Clock distribution:
Scale bar: 20 um.
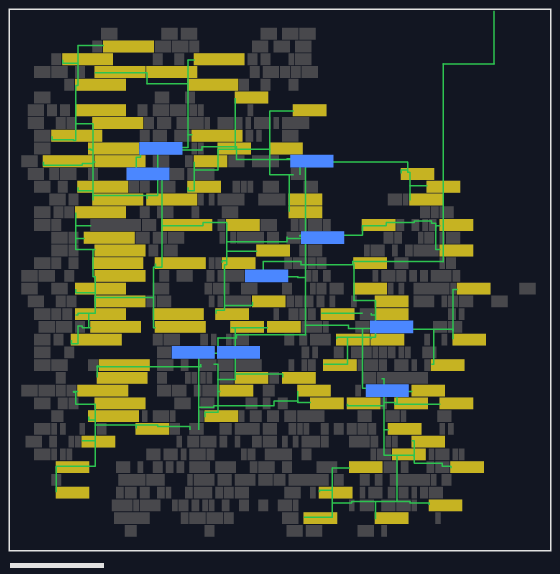
Metal layers overlaid:
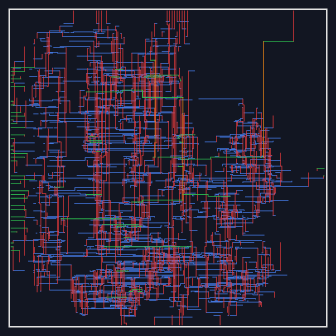
===== src/rtl/fnd_arb_pkg.sv =====
// fnd_arb_pkg: shared state encoding, select-width helper and default timing for the FND arbiter
package fnd_arb_pkg;
  typedef enum logic {ST_AUTO = 1'b0, ST_MANUAL = 1'b1} state_t;
  localparam int DEF_NUM_SRC       = 3;
  localparam int DEF_DATA_W        = 12;
  localparam int DEF_TICK_DIV      = 100_000;
  localparam int DEF_ROTATE_TICKS  = 3000;
  localparam int DEF_REFRESH_TICKS = 250;
  function automatic int f_sel_w(input int n);
    return (n > 2) ? $clog2(n) : 1;
  endfunction
endpackage


===== src/rtl/fnd_tick_gen.sv =====
// fnd_tick_gen: free-running divider emitting a one-cycle tick every TICK_DIV clocks
module fnd_tick_gen #(
  parameter int TICK_DIV = 100_000
) (
  input  logic clk,
  input  logic reset,
  output logic o_tick
);
  localparam int CW = (TICK_DIV > 1) ? $clog2(TICK_DIV) : 1;
  logic [CW-1:0] r_cnt;
  assign o_tick = (r_cnt == CW'(TICK_DIV - 1));
  // Count 0..TICK_DIV-1 and wrap on the terminal count
  always_ff @(posedge clk)
    if (!reset) r_cnt <= '0;
    else        r_cnt <= o_tick ? '0 : r_cnt + 1'b1;
endmodule


===== src/rtl/fnd_display_arbiter.sv =====
// fnd_display_arbiter: shares one 4-digit FND between sensor sources with auto/manual selection
module fnd_display_arbiter
  import fnd_arb_pkg::*;
#(
  parameter  int NUM_SRC       = DEF_NUM_SRC,
  parameter  int DATA_W        = DEF_DATA_W,
  parameter  int TICK_DIV      = DEF_TICK_DIV,
  parameter  int ROTATE_TICKS  = DEF_ROTATE_TICKS,
  parameter  int REFRESH_TICKS = DEF_REFRESH_TICKS,
  localparam int SEL_W         = f_sel_w(NUM_SRC)
) (
  input  logic                      clk,
  input  logic                      reset,
  input  logic [NUM_SRC-1:0]        i_src_valid,
  input  logic [NUM_SRC*DATA_W-1:0] i_src_data,
  input  logic                      i_btn_next,
  input  logic                      i_btn_mode,
  output logic [DATA_W-1:0]         o_fnd_data,
  output logic [SEL_W-1:0]          o_src_sel,
  output logic                      o_auto,
  output logic                      o_no_data
);
  localparam int RW = $clog2(ROTATE_TICKS + 1);
  localparam int FW = $clog2(REFRESH_TICKS + 1);
  state_t              r_state, w_state_nxt;
  logic                w_tick;
  logic [SEL_W-1:0]    r_sel, w_sel_nxt, w_sel_skip, w_sel_inc;
  logic [RW-1:0]       r_rot, w_rot_nxt;
  logic [FW-1:0]       r_ref;
  logic [NUM_SRC-1:0]  r_has;
  logic [DATA_W-1:0]   r_shadow [NUM_SRC];
  logic [DATA_W-1:0]   r_fnd;
  logic                w_rot_done, w_ref_done;

  // First source after sel (wrapping) that has delivered data; sel itself if none
  function automatic logic [SEL_W-1:0] f_next_src(input logic [SEL_W-1:0] sel,
                                                  input logic [NUM_SRC-1:0] has);
    logic [SEL_W-1:0] res;
    logic             found;
    int               idx;
    res   = sel;
    found = 1'b0;
    for (int i = 1; i < NUM_SRC; i++) begin
      idx = (int'(sel) + i) % NUM_SRC;
      if (!found && |(has & (NUM_SRC'(1) << idx))) begin
        res   = SEL_W'(idx);
        found = 1'b1;
      end
    end
    return res;
  endfunction

  fnd_tick_gen #(.TICK_DIV(TICK_DIV)) u_tick (
    .clk   (clk),
    .reset (reset),
    .o_tick(w_tick)
  );

  assign w_sel_skip = f_next_src(r_sel, r_has);
  assign w_sel_inc  = (r_sel == SEL_W'(NUM_SRC - 1)) ? '0 : r_sel + 1'b1;
  assign w_rot_done = (r_rot == RW'(ROTATE_TICKS - 1));
  assign w_ref_done = (r_ref == FW'(REFRESH_TICKS - 1));

  // Next state, selection and rotate timer; mode beats next, next beats timed rotation
  always_comb begin
    w_state_nxt = r_state;
    w_sel_nxt   = r_sel;
    w_rot_nxt   = r_rot;
    if (i_btn_mode) begin
      w_state_nxt = (r_state == ST_AUTO) ? ST_MANUAL : ST_AUTO;
      w_rot_nxt   = '0;
    end else if (i_btn_next) begin
      w_sel_nxt = (r_state == ST_AUTO) ? w_sel_skip : w_sel_inc;
      w_rot_nxt = '0;
    end else if (r_state == ST_AUTO && w_tick) begin
      w_sel_nxt = w_rot_done ? w_sel_skip : r_sel;
      w_rot_nxt = w_rot_done ? '0 : r_rot + 1'b1;
    end
  end

  // State register
  always_ff @(posedge clk)
    if (!reset) r_state <= ST_AUTO;
    else        r_state <= w_state_nxt;

  // Selection, rotate timer and rate-limited display value; a sel change reloads at once
  always_ff @(posedge clk)
    if (!reset) begin
      r_sel <= '0;
      r_rot <= '0;
      r_ref <= '0;
      r_fnd <= '0;
    end else begin
      r_sel <= w_sel_nxt;
      r_rot <= w_rot_nxt;
      if (w_sel_nxt != r_sel) begin
        r_ref <= '0;
        r_fnd <= r_shadow[w_sel_nxt];
      end else if (w_tick) begin
        r_ref <= w_ref_done ? '0 : r_ref + 1'b1;
        if (w_ref_done) r_fnd <= r_shadow[r_sel];
      end
    end

  // Independent per-source snapshot of the latest sample
  always_ff @(posedge clk)
    if (!reset) begin
      r_has <= '0;
      for (int k = 0; k < NUM_SRC; k++) r_shadow[k] <= '0;
    end else begin
      for (int k = 0; k < NUM_SRC; k++)
        if (i_src_valid[k]) begin
          r_shadow[k] <= i_src_data[k*DATA_W +: DATA_W];
          r_has[k]    <= 1'b1;
        end
    end

  assign o_src_sel  = r_sel;
  assign o_auto     = (r_state == ST_AUTO);
  assign o_no_data  = ~r_has[r_sel];
  assign o_fnd_data = o_no_data ? '0 : r_fnd;
endmodule


===== config.mk =====
export PLATFORM = sky130hd
export DESIGN_NAME = fnd_display_arbiter
export DESIGN_NICKNAME = d
export VERILOG_FILES = /design/src/rtl/fnd_arb_pkg.sv /design/src/rtl/fnd_tick_gen.sv /design/src/rtl/fnd_display_arbiter.sv
export SDC_FILE = /design/constraint.sdc
export NUM_CORES = 1
export LEC_CHECK = 0
export CORE_MARGIN = 2
export CORE_UTILIZATION = 40
export DETAILED_ROUTE_END_ITERATION = 12
export HOLD_SLACK_MARGIN = 0.02
export PLACE_DENSITY = 0.68
export SKIP_LAST_GASP = 1
export SYNTH_ARGS = -nofsm -noshare
export SYNTH_HDL_FRONTEND = slang
export SYNTH_SLANG_ARGS = --single-unit
export TNS_END_PERCENT = 30

===== constraint.sdc =====
create_clock -name clk -period 4.6 [get_ports clk]
set_clock_uncertainty 0.15 [all_clocks]
set_input_delay 0.69 -clock clk [delete_from_list [all_inputs] [get_ports clk]]
set_output_delay 0.69 -clock clk [all_outputs]
set_load 0.03 [all_outputs]

==> flow_metrics.rpt <==
IMPLEMENTATION SUMMARY REPORT
----------------------------------------------------
[Cells and area]
  Non-Filler Instances ........................ 722
  Share of the core filled with cells ........................ 49.4%
  Multi-input combinational cell count ........................ 369
  Fill cell count ........................ 1,123
  Growth of design area from synthesis to finish ........................ 20.5%
  Final non-filler cell area ........................ 0.00596 sq mm
  Signal buf overhead ........................ 10.6%
  Number of antenna repair diodes ........................ 0
  Clock-cell share of area ........................ 5.56%
  Commonest cells after routing, fill and taps aside ........................ sky130_fd_sc_hd__and2_1 (61), sky130_fd_sc_hd__nor2_1 (59), sky130_fd_sc_hd__clkdlybuf4s50_1 (58)

[Clocking]
  H-tree depth reported by CTS ........................ 3
  CTS tree ........................ yes
  TritonCTS buffer count ........................ 9
  Clock root buffer ........................ sky130_fd_sc_hd__clkbuf_16
  Number of clock sinks ........................ 91

[Hold path]
  Class of the tightest hold or removal check ........................ reg -> reg
  Hold path startpoint ........................ u_tick.r_cnt[0]
  Hold endpoint ........................ u_tick.r_cnt[0]

[Placed design]
  Total half-perimeter wirelength after legalization and detailed placement ........................ 7450 um
  Cell total after placement ........................ 706
  Number of I/O port buffers ........................ 58
  Placer congestion estimate ........................ 0.823
  Worst setup timing slack at the placement stage ........................ 1.25 ns

[Synth]
  Count of different cell masters after synthesis ........................ 59
  Number of synthesis warnings ........................ 0
  Netlist Area Pre-Place ........................ 0.00495 sq mm
  Number of standard cells reported by yosys ........................ 504
  Post-Syn Area per Cell ........................ 9.82 sq um
  Multiplexer area fraction after synthesis ........................ 5.36%
  Area fraction of the dominant cell type after synthesis ........................ 22.3%
  Number of flip-flops and latches in the synthesized netlist ........................ 91
  Dominant register cell in the synthesized netlist ........................ sky130_fd_sc_hd__dfxtp_1

[Power and ir drop]
  Cell Pwr Density ........................ 344 mW/mm^2
  Seq pwr ........................ 928 uW
  Relative contribution of the clock network to total power ........................ 39.7%
  Fraction of power spent switching nets ........................ 25.8%
  Power attributed to the clock group ........................ 815 uW
  Leakage component of the power ........................ 0.00210 uW
  Combinational cell fraction of total power ........................ 15.2%

[Detailed routing]
  DR WL met2 ........................ 4780 um
  DRC marker count from the first detailed-route iteration ........................ 179
  Total number of vias ........................ 3,658
  Routed wire length per instance ........................ 13.8 um
  Met1 Wirelength ........................ 4670 um
  Total routed wirelength ........................ 9980 um
  Top routing layer used ........................ met4

[Timing]
  Worst slew margin relative to its limit ........................ 42.8%
  Worst-Margin Slew ........................ 0.857 ns
  Crit path time final ........................ 3.50 ns
  Fin. max-slew vios ........................ 0
  Number of setup violations in the final report ........................ 0
  Max Freq ........................ 286 MHz

[Worst setup path]
  Highest net fanout along the worst path ........................ 13
  CP arrival ........................ 2.66 ns
  Family with the most delay on the worst path ........................ buffers and inverters
  CP Depth ........................ 5
  Endpoint of the worst register-to-register path ........................ r_fnd[1]
  Cell mode on critical path ........................ sky130_fd_sc_hd__a21oi_1
  Critical path required time ........................ 3.76 ns

[Global routing]
  Met1 track demand over resource in global routing ........................ 19.7%
  Initial antenna violation count ........................ 0
  Global-route wire length before repair ........................ 16,400 um
  Number of global-route vias before repair ........................ 3,550
  Most utilized layer in the global route result ........................ met2

[Floorplanning]
  Floorplan Core Area ........................ 0.0121 sq mm
  Core utilization at floorplan ........................ 41.0%
  Chip height ........................ 115 um
  Num rows ........................ 40

[Outcome]
  Status ........................ completed

[Run]
  Number of max-cap violations ........................ 0

----------------------------------------------------
About 'clock distribution':
Key: blue = clock-net drivers [count 9]; yellow = flip-flops [count 91]; green = clock wires [length 1,120 um]
There are 10 routed clock nets.

About 'metal layers overlaid':
Key: orange = M4 [wire length 115 um]; blue = M1 [wire length 4,670 um]; green = M3 [wire length 409 um]; red = M2 [wire length 4,780 um]

Power and IR drop assume default switching activity.
